==> config.mk <==
export PLATFORM = sky130hd
export DESIGN_NAME = uart_core
export DESIGN_NICKNAME = d
export VERILOG_FILES = /design/src/rtl/uart_pkg.sv /design/src/rtl/uart_rx.sv /design/src/rtl/uart_core.sv
export SDC_FILE = /design/constraint.sdc
export NUM_CORES = 1
export LEC_CHECK = 0
export CORE_UTILIZATION = 49
export CTS_CLUSTER_DIAMETER = 200
export DETAILED_ROUTE_END_ITERATION = 10
export PLACE_DENSITY = 0.79
export SLEW_MARGIN = 20
export SYNTH_ARGS = -nofsm -noshare
export SYNTH_HDL_FRONTEND = slang
export SYNTH_SLANG_ARGS = --single-unit
==> constraint.sdc <==
create_clock -name clk -period 1.9 [get_ports clk]
set_input_delay 0.38 -clock clk [delete_from_list [all_inputs] [get_ports clk]]
set_output_delay 0.38 -clock clk [all_outputs]
set_load 0.02 [all_outputs]
Figure 1. PDN straps and rails.
Scale bar: 20 um. Pins as bars on the die edge. Tap cells in grey.
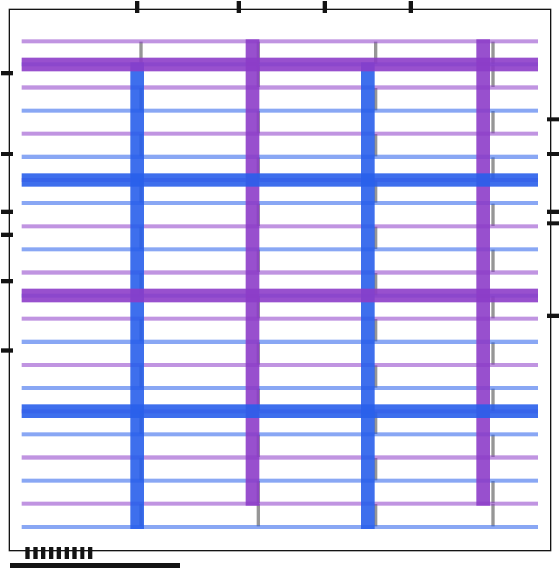
| colour | net |
|---|---|
| blue | VSS |
| purple | VDD |
tap cells: 46
met1 rails: 22
rows: 21
signal pins: 24
met4 straps: 4
worst-case vdd ir drop: 397 uV
area of the core: 3470 um2
Die Y-Extent: 63.5 um
Horiz. Die Dim: 63.5 um

Figure 2. Cells coloured by class.
Scale bar: 20 um.
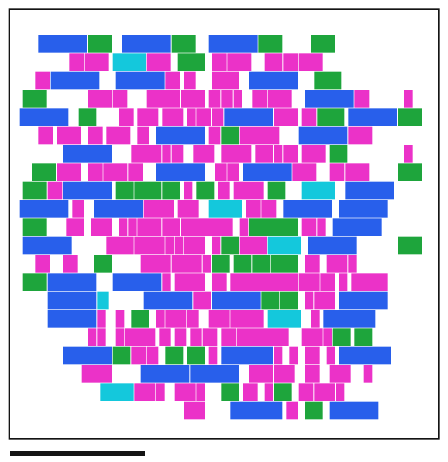
| colour | class | cells | share of their area |
|---|---|---|---|
| cyan | clock drivers and dummy loads | 7 | 3.8% |
| blue | registers | 39 | 34% |
| magenta | remaining logic cells | 147 | 47% |
| green | remaining buffers and delay cells | 41 | 16% |
sequential portion of the cell area: 32.9%
standard-cell row count: 21
Layout Utilization: 68.9%

Figure 3. Routed clock nets over the placement.
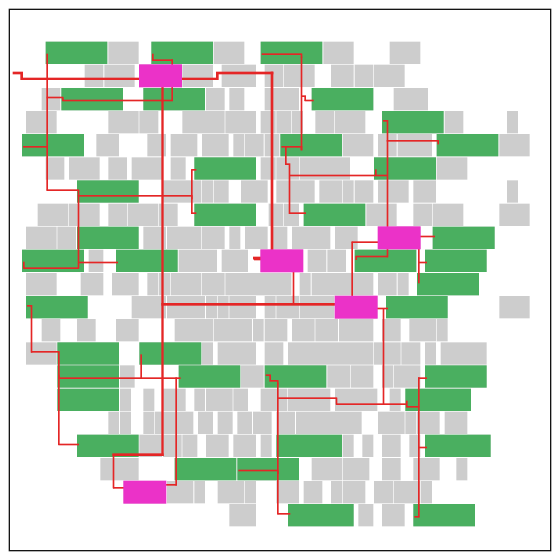
[magenta] clock-net drivers | count: 5
[green] flip-flops | count: 39
[red] clock wires | length: 452 um
routed clock nets: 6
Clock Power Share: 36.3%
clock latency on the worst-skew pair: 290 ps

Figure 4. Routed metal, one colour a layer.
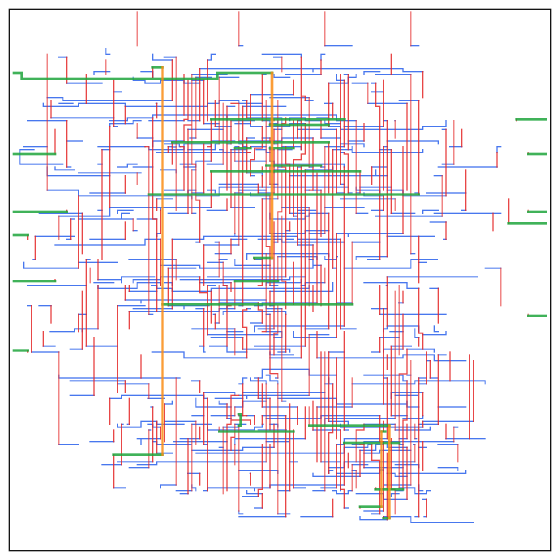
| colour | layer | wire length |
|---|---|---|
| red | M2 | 1790 um |
| green | M3 | 236 um |
| orange | M4 | 87.0 um |
| blue | M1 | 1750 um |
routed vias: 1487
total detailed-routing wirelength: 3.86 mm

==> COMMIT_EDITMSG <==
Update PnR metrics after Yosys + OpenROAD run

* Reg-to-reg slack, setup: -160 ps
* Result of the run: complete, but fails checks
- The checks that failed: negative setup slack.
- Looking at the area split, the leading class of cells is logic gates.
- Setup-violating endpoint count in the final report: 33
* Sequential cell area: 786 um2
- The highest layer touched by signal routing is met4.
- For this run the detailed placement stage logged an HPWL of approximately 2.4 mm.
- After layout, the worst setup slack is -163 ps.
* P_int: roughly 1.2 mW
- Type of destination of the critical path: flop
* Top logic cell by instance count in the layout: sky130_fd_sc_hd__dfxtp_1
- The post-synth count of flops with an enable pin is 0.
* Global-route track usage on met2: 32.3%
* Synthesis warning total: 0
- TritonCTS built the clock tree.
- Summed over all nets, wire length on met3 after detailed routing comes to 235 um.
- The STA report counts the stages on the worst setup path as 5.
- Top-count cell post-synth: sky130_fd_sc_hd__dfxtp_1
* Maximum clock frequency: 485 MHz
- Instance count of the mapped netlist: 195
- Crit path DAT: 2280 ps
[what timing repair did]
item                                    in CTS  in global routing
resized                                     15                 10
setup buffers                                4                  3
endpoints found under the setup margin      32                 36
pin swaps                                   12                  5
[logic make-up (layout without fill, tap and decap cells)]
family	count (synthesis)	after routing	share of synthesized area [%]
buf+inv	17	56	4.45
mux	17	17	9.18
fa+ha+maj	9	9	6.07
other cells	2	2	0.405
flops	39	39	42.1
compound gates	10	10	3.64
simple gates	89	89	28.5
xor+xnor	12	12	5.67
[metrics by stage]
stage	hold slack, ps	worst slack [ps]	instances
finish	416	-163	280
detailed placement	408	-213	267
global placement	389	-248	267
floorplan	386	6.93	195
CTS	426	-130	277
global route	444	-204	280
Power is estimated from default activity; no workload was simulated.
